==> src/rtl/color_manager_window_counter.sv <==
// -----------------------------------------------------------------------------
// color_manager_window_counter
//
// Two-axis active-window counter for the Color Manager. Tracks the horizontal
// and vertical position inside the sync-generator timing, qualifies the pixels
// that fall strictly inside both porch windows, and produces the pixel X/Y
// coordinates of the active picture for the colour pipeline.
//
// Parameters
//   H_WIDTH      width of horizontal porches, H counter and CounterX
//   V_WIDTH      width of vertical porches, V counter and CounterY
//
// Ports
//   Clk            in   rising-edge clock
//   Rst            in   synchronous, active-high reset
//   HSync          in   high while a line is in progress
//   VSync          in   high while a frame is in progress
//   HBackPorch     in   horizontal lower bound (exclusive)
//   HFrontPorch    in   horizontal upper bound (exclusive)
//   VBackPorch     in   vertical lower bound (exclusive)
//   VFrontPorch    in   vertical upper bound (exclusive)
//   Counter_Valid  out  registered: X/Y are inside the active window
//   CounterX       out  pixel index within the active line
//   CounterY       out  active line index within the frame
//   Line_Start     out  one-cycle pulse when Counter_Valid rises
//   Frame_Start    out  one-cycle pulse at the first active pixel of a frame
//
// Optional feature
//   CM_WINDOW_EDGE_PULSE_EN  when defined, adds Line_Start / Frame_Start.
// -----------------------------------------------------------------------------
module color_manager_window_counter #(
  parameter int H_WIDTH = 12,
  parameter int V_WIDTH = 11
) (
  input  logic               Clk,
  input  logic               Rst,
  input  logic               HSync,
  input  logic               VSync,
  input  logic [H_WIDTH-1:0] HBackPorch,
  input  logic [H_WIDTH-1:0] HFrontPorch,
  input  logic [V_WIDTH-1:0] VBackPorch,
  input  logic [V_WIDTH-1:0] VFrontPorch,
  output logic               Counter_Valid,
  output logic [H_WIDTH-1:0] CounterX,
  output logic [V_WIDTH-1:0] CounterY
`ifdef CM_WINDOW_EDGE_PULSE_EN
  ,
  output logic               Line_Start,
  output logic               Frame_Start
`endif
);

  localparam logic [H_WIDTH-1:0] H_ONE = {{(H_WIDTH-1){1'b0}}, 1'b1};
  localparam logic [V_WIDTH-1:0] V_ONE = {{(V_WIDTH-1){1'b0}}, 1'b1};

  // Raw position counters and bookkeeping flags
  logic [H_WIDTH-1:0] r_h_int;
  logic [V_WIDTH-1:0] r_v_int;
  logic               r_hsync_d;
  logic               r_line_had_valid;
  logic               r_frame_active_seen;  // an active line has completed this frame

  logic               w_line_end;
  logic               w_hwin;
  logic               w_vwin;
  logic               w_valid_nxt;
  logic [H_WIDTH-1:0] w_h_int_nxt;
  logic [V_WIDTH-1:0] w_v_int_nxt;
  logic [H_WIDTH-1:0] w_x_nxt;
  logic [V_WIDTH-1:0] w_y_nxt;
  logic               w_line_had_valid_nxt;
  logic               w_frame_active_seen_nxt;

  // Falling edge of HSync marks the end of a line.
  assign w_line_end = r_hsync_d & ~HSync;

  // Window tests use the pre-increment counter values, so the porches refer to
  // the same sample index the counter shows this cycle.
  assign w_hwin = (HBackPorch < r_h_int) && (r_h_int < HFrontPorch);
  assign w_vwin = (VBackPorch < r_v_int) && (r_v_int < VFrontPorch);

  assign w_valid_nxt = HSync & VSync & w_hwin & w_vwin;

  always_comb begin
    // NOTE: every signal written here gets a default first, so no path leaves
    // it unassigned and no latch is inferred.
    w_h_int_nxt             = '0;
    w_v_int_nxt             = r_v_int;
    w_x_nxt                 = '0;
    w_y_nxt                 = CounterY;
    w_line_had_valid_nxt    = r_line_had_valid;
    w_frame_active_seen_nxt = r_frame_active_seen;

    // H counter saturates so an over-long line can never wrap back into the window.
    if (HSync && !(&r_h_int)) begin
      w_h_int_nxt = r_h_int + H_ONE;
    end else if (HSync) begin
      w_h_int_nxt = r_h_int;
    end

    // CounterX restarts at every rising edge of valid.
    if (w_valid_nxt && Counter_Valid) begin
      w_x_nxt = CounterX + H_ONE;
    end

    if (w_valid_nxt) begin
      w_line_had_valid_nxt = 1'b1;
    end

    // VSync low dominates every vertical update in the same cycle.
    if (!VSync) begin
      w_v_int_nxt             = '0;
      w_y_nxt                 = '0;
      w_line_had_valid_nxt    = 1'b0;
      w_frame_active_seen_nxt = 1'b0;
    end else if (w_line_end) begin
      if (!(&r_v_int)) begin
        w_v_int_nxt = r_v_int + V_ONE;
      end
      w_line_had_valid_nxt = 1'b0;
      // The first completed active line only arms the flag, which keeps the
      // first active line at Y=0.
      if (r_line_had_valid) begin
        w_frame_active_seen_nxt = 1'b1;
        if (r_frame_active_seen) begin
          w_y_nxt = CounterY + V_ONE;
        end
      end
    end
  end

  // NOTE: sequential state uses non-blocking assignments only, so every
  // register samples the pre-edge values regardless of statement order.
  always_ff @(posedge Clk) begin
    if (Rst) begin
      r_h_int             <= '0;
      r_v_int             <= '0;
      r_hsync_d           <= 1'b0;
      r_line_had_valid    <= 1'b0;
      r_frame_active_seen <= 1'b0;
      Counter_Valid       <= 1'b0;
      CounterX            <= '0;
      CounterY            <= '0;
    end else begin
      r_h_int             <= w_h_int_nxt;
      r_v_int             <= w_v_int_nxt;
      r_hsync_d           <= HSync;
      r_line_had_valid    <= w_line_had_valid_nxt;
      r_frame_active_seen <= w_frame_active_seen_nxt;
      Counter_Valid       <= w_valid_nxt;
      CounterX            <= w_x_nxt;
      CounterY            <= w_y_nxt;
    end
  end

`ifdef CM_WINDOW_EDGE_PULSE_EN
  logic w_valid_rise;

  assign w_valid_rise = w_valid_nxt & ~Counter_Valid;

  // Frame_Start needs no active line seen yet, neither completed nor in progress.
  always_ff @(posedge Clk) begin
    if (Rst) begin
      Line_Start  <= 1'b0;
      Frame_Start <= 1'b0;
    end else begin
      Line_Start  <= w_valid_rise;
      Frame_Start <= w_valid_rise & (CounterY == '0) &
                     ~r_frame_active_seen & ~r_line_had_valid;
    end
  end
`endif

endmodule

==> config.mk <==
export PLATFORM = sky130hd
export DESIGN_NAME = color_manager_window_counter
export DESIGN_NICKNAME = d
export VERILOG_FILES = /design/src/rtl/color_manager_window_counter.sv
export SDC_FILE = /design/constraint.sdc
export NUM_CORES = 1
export LEC_CHECK = 0
export ABC_CLOCK_PERIOD_IN_PS = 2500
export CAP_MARGIN = 20
export CORE_ASPECT_RATIO = 0.8
export CORE_MARGIN = 1.5
export CORE_UTILIZATION = 50
export CTS_BUF_LIST = sky130_fd_sc_hd__clkbuf_8 sky130_fd_sc_hd__clkbuf_16
export DETAILED_ROUTE_END_ITERATION = 6
export PLACE_DENSITY = 0.8
export SLEW_MARGIN = 20
export SYNTH_ARGS = -nofsm -noshare
export SYNTH_HDL_FRONTEND = slang
export SYNTH_SLANG_ARGS = --single-unit
==> constraint.sdc <==
create_clock -name Clk -period 2.5 [get_ports Clk]
set_input_delay 0.25 -clock Clk [delete_from_list [all_inputs] [get_ports Clk]]
set_output_delay 0.25 -clock Clk [all_outputs]
set_load 0.03 [all_outputs]
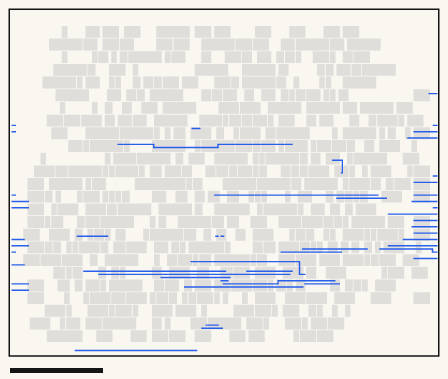
Run 1: M3 wires
The bar under the picture is 20 um long. Cells faint in the background.
The layer carries 454 um of wire. 46 nets have wire on it.

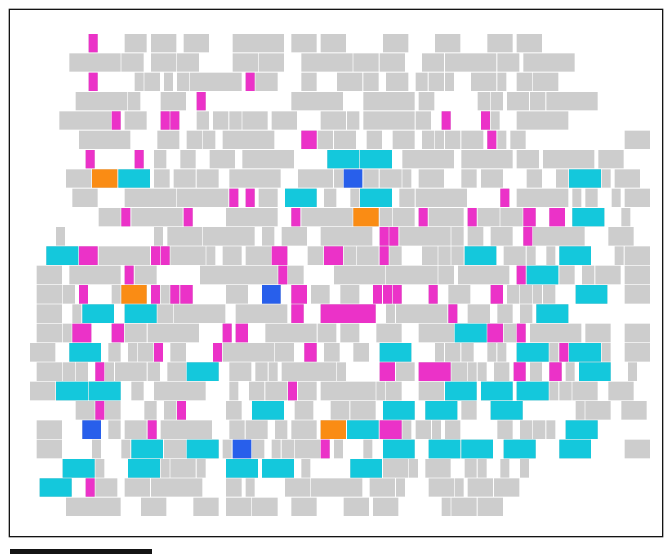
Run 1: selected gate families
The bar under the picture is 20 um long.
AND-OR and OR-AND gates: in blue, cells 4. multiplexers: in orange, cells 4. adder and majority cells: in cyan, cells 46. NOR gates: in magenta, cells 70.

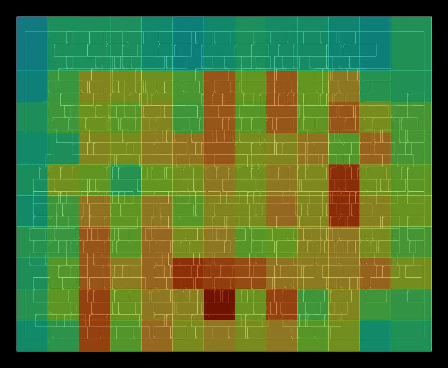
Run 1: routing congestion map
grt peak-use layer: met2
grt met2 use: 36.5%
final design utilization: 68.4%

run 1: cell type report:
cell class,count,area (um^2)
multi-input cells,280,1960
fillers,505,1900
flip-flops and latches,50,1000
repair buffers,78,768
inverters,44,165
well taps,81,101
clock buffers,5,68.8
clock inverters,3,41.3
run 1: kinds of logic after synthesis:
group / Yosys count
simple gates: 155
fa+ha+maj: 46
mux: 4
xor+xnor: 32
buf+inv: 51
compound gates: 43
flops: 50
run 1: worst max path at each step:
stage / startpoint / endpoint / slack, ns / cells past startpoint
6_report: r_h_int[10] / CounterX[0] / 0.18 / 8
4_1_cts: r_h_int[5] / CounterX[0] / 0.08 / 9
3_5_place_dp: HFrontPorch[11] / CounterX[0] / -0.16 / 10
2_1_floorplan: r_h_int[5] / CounterX[4] / 0.34 / 9
3_3_place_gp: HFrontPorch[11] / CounterX[0] / -0.05 / 10
5_1_grt: r_h_int[5] / CounterX[0] / 0.03 / 9
run 1: critical path, stage by stage (launching register included):
cell and delay (ns):
dfxtp_2 0.39, inv_1 0.11, ha_1 0.30, nand4_1 0.20
a21oi_1 0.09, or4_1 0.60, nor4_4 0.22, buf_4 0.20
nor2b_1 0.14
run 1: state kept, by name (all words and copies together) (netlist names):
| signal | count |
|---|---|
| r_hsync_d | 1 |
| CounterY | 11 |
| Counter_Valid | 1 |
| r_frame_active_seen | 1 |
| r_v_int | 11 |
| r_h_int | 12 |
| r_line_had_valid | 1 |
| CounterX | 12 |
run 1: metrics by stage:
step           total power, mW  utilization, %
2_1_floorplan            0.896               -
3_3_place_gp             0.994            66.4
3_5_place_dp             0.998            66.4
4_1_cts                   1.56            68.3
5_1_grt                   1.61            68.4
6_report                  1.54            68.4
run 1: layer usage:
metal	share of wire, %	global-route usage [%]
met5	0	0
met4	1.2	6.67
met3	6.5	4.29
met2	45	36.5
met1	47	27.4
==> Slide: Implementation Results, run 1 <==
Key Metrics from the Run

Logic synthesis
  • Chip area in the Yosys report: 3150 um^2
  • Yosys synthesis warning count: 0
  • Top-area cell share: 31.7%
  • Area fraction in compound gates: 8.25%
  • Seq/Total Area, Yosys: 31.7%
  • Mapped cell area: 3150 um^2
  • EDFF count, synth: 0
  • Area leader, netlist: dfxtp_1
  • XORs/XNORs by Area: 8.89%
  • Top non-seq family: simple AND/OR/NAND/NOR gates
  • Synth top cell by count: dfxtp_1
  • Top area cell types: dfxtp_1 (32%), ha_1 (18%), xnor2_1 (6.4%)
  • Synth cell count leaders: dfxtp_1 (50), nor2_1 (49), ha_1 (46)

Power and ir drop
  • Int Pwr: 1.20 mW
  • Peak VDD IR: 0.374 mV
  • Clock network power share: 36.4%
  • Leak Pwr: 1.62 nW
  • P_sw: 0.340 mW
  • Switch share: 22.1%
  • Pwr Density: 375 nW/um^2

Placement
  • Gpl congestion: 0.964
  • Post-placement cell count: 533
  • Pre-CTS WS: -0.164 ns
  • Number of port buffers: 73

Run
  • Tally of OpenROAD warnings: 26

Floorplan
  • Initial Utilization: 52.5%
  • Die area: 6800 um^2

Worst hold path
  • Hold crit path type: flop to flop
  • Hold Startpoint: r_frame_active_seen

STA
  • Slew @ Worst Pin: 0.511 ns
  • Fmax: 432 MHz
  • PnR worst setup slack: 0.184 ns

Clock tree
  • Clock Sinks: 50
  • CTS tree: done

Setup path
  • Worst-path maximum fanout: 12
  • CP Data Required Time: 2.73 ns

Routing
  • WL per Instance: 13.0 um
  • Drt via density: 5.16
  • Pre-Repair DR Iteration Count: 4

Layout
  • Post-route cell area: 4110 um^2
  • Most frequent logic cell in the layout: clkdlybuf4s50_1

Run status
  • Status: completed

Global routing
  • Vias in the first global route: 2644
  • Total gr overflow: 0
--- run 2 (diff from run 1) ---
--- a/config.mk
+++ b/config.mk
@@ -11,7 +11,9 @@
 export CORE_MARGIN = 1.5
 export CORE_UTILIZATION = 50
 export CTS_BUF_LIST = sky130_fd_sc_hd__clkbuf_8 sky130_fd_sc_hd__clkbuf_16
+export CTS_CLUSTER_DIAMETER = 120
 export DETAILED_ROUTE_END_ITERATION = 6
+export GPL_TIMING_DRIVEN = 0
 export PLACE_DENSITY = 0.8
 export SLEW_MARGIN = 20
 export SYNTH_ARGS = -nofsm -noshare
==> run 2 against run 1 <==
Worst setup slack worse by 0.10 ns. Count of clock-buffer cells in the layout unchanged. Sequential cell count unchanged. Worst hold slack better by 0.015 ns. Power down 0.14%. Critical path type unchanged.
==> Slide: Implementation Results, run 2 <==
Key Metrics from the Run

Run status
  • Status: completed

Routing
  • M1 WL: 3420 um
  • Drt via density: 5.23
  • WL met3: 408 um
  • Top routing layer in use: met4
  • Met2 wire length: 3300 um
  • WL per Instance: 13.3 um

Layout
  • Final-layout clock-cell area share: 2.68%
  • Biggest regs: CounterX x12, r_h_int x12
  • Comb area share: 47.7%
  • Most frequent logic cell in the layout: clkdlybuf4s50_1
  • Mi-comb count: 280
  • Clock buffers: 5
  • Gate Area: 1960 um^2
  • Non-clock buffer share: 18.8%
  • Bufs w/o clock: 81
  • Seq/total area: 24.4%
  • Dominant class by area: logic gates
  • Inverter count: 44
  • Flops: 50
  • Reg area: 1000 um^2
  • Layout filler cell count: 491

STA
  • Slew @ Worst Pin: 0.497 ns
  • Max-slew violations: 0
  • PnR worst setup slack: 0.0827 ns

Logic synthesis
  • Top area cell types: dfxtp_1 (32%), ha_1 (18%), xnor2_1 (6.4%)
  • Area leader, netlist: dfxtp_1
  • Chip area in the Yosys report: 3150 um^2
  • Synth cell count leaders: dfxtp_1 (50), nor2_1 (49), ha_1 (46)
  • EDFF count, synth: 0
  • Synth top cell by count: dfxtp_1
  • Top-area cell share: 31.7%
  • Yosys synthesis warning count: 0
  • Mapped cell area: 3150 um^2

Setup path
  • CP Depth: 8
  • CP max-delay cell: or4_1
  • R2R Path Start: r_h_int[10]
  • Worst path cell trace: inv_1, ha_1, nand4_1, a21oi_1, or4_1, nor4_4, buf_6, and2_1
  • CP Data Required Time: 2.75 ns
  • Worst-path maximum fanout: 10

Power and ir drop
  • Switch share: 22.1%
  • Peak VDD IR: 0.261 mV
  • Pwr Density: 374 nW/um^2
  • Clock network power share: 36.4%
  • Int Pwr: 1.20 mW
  • Leak Pwr: 1.61 nW

Floorplan
  • Initial Utilization: 52.5%
  • Die area: 6800 um^2
  • # Taps: 81

Worst hold path
  • Hold Startpoint: r_frame_active_seen
  • Hold crit path type: flop to flop

Clock tree
  • Worst-path clk slew: 0.09 ns
  • Clock Sinks: 50
  • CTS tree: done

Run
  • Tally of OpenROAD warnings: 26

Placement
  • Gpl congestion: 0.885
  • Pre-CTS WS: -0.335 ns

Global routing
  • Total gr overflow: 0
==> run 2: cell count changes in the layout (fill, tap and decap cells not counted) <==
cell	change
nand2_2	+1
clkbuf_1	+6
dfxtp_1	+1
buf_4	-4
buf_6	+1
nand2_1	-1
dfxtp_2	-1
==> run 2: what timing repair did <==
item / CTS / global route
pin swaps: 0 / 1
setup buffers: 0 / 1
setup endpoints to repair: 3 / 10
gates resized: 1 / 3
hold endpoints to repair: 0 / 0
==> run 2: per-stage QoR <==
step / instance area [um^2] / power [mW]
2_1_floorplan: 3150 / 0.896
3_3_place_gp: 3990 / 0.992
3_5_place_dp: 3990 / 0.998
4_1_cts: 4100 / 1.55
5_1_grt: 4120 / 1.60
6_report: 4120 / 1.54
==> run 2: per-layer routing <==
metal / global-route usage (%) / vias up
met2: 37.5 / 71
met1: 28.2 / 1294
met5: 0 / -
met3: 3.37 / 10
met4: 6.84 / 0
li1: - / 1471
==> run 2: worst max-delay path by stage <==
stage	from	to	slack [ns]
floorplan	r_h_int[5]	CounterX[4]	0.34
global placement	HFrontPorch[11]	CounterX[11]	-0.32
detailed placement	HFrontPorch[11]	CounterX[2]	-0.33
CTS	HFrontPorch[11]	CounterX[2]	0.02
global route	r_h_int[10]	CounterX[2]	-0.0005
finish	r_h_int[10]	CounterX[2]	0.08
==> run 2: logic make-up (layout without fill, tap and decap cells) <==
| kind of cell | after synthesis | after routing | share of synthesized area, % |
|---|---|---|---|
| AOI/OAI and AO/OA | 43 | 43 | 8.25 |
| xor gates and xnor gates | 32 | 32 | 8.89 |
| adders and majority gates | 46 | 46 | 18.2 |
| buffers and inverters | 51 | 133 | 6.31 |
| DFF | 50 | 50 | 31.7 |
| muxes | 4 | 4 | 1.27 |
| and+or+nand+nor | 155 | 155 | 25.3 |
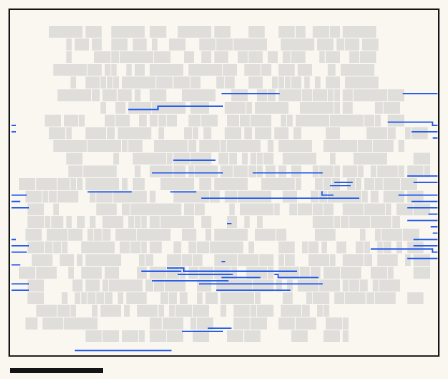
Run 2: M3 wires
The bar under the picture is 20 um long. Cells faint in the background.
The longest straight run is 33.6 um. The layer holds 5.7% of the routed length. The wires run mostly horizontal. The layer carries 409 um of wire.

Power is estimated from default activity; no workload was simulated.
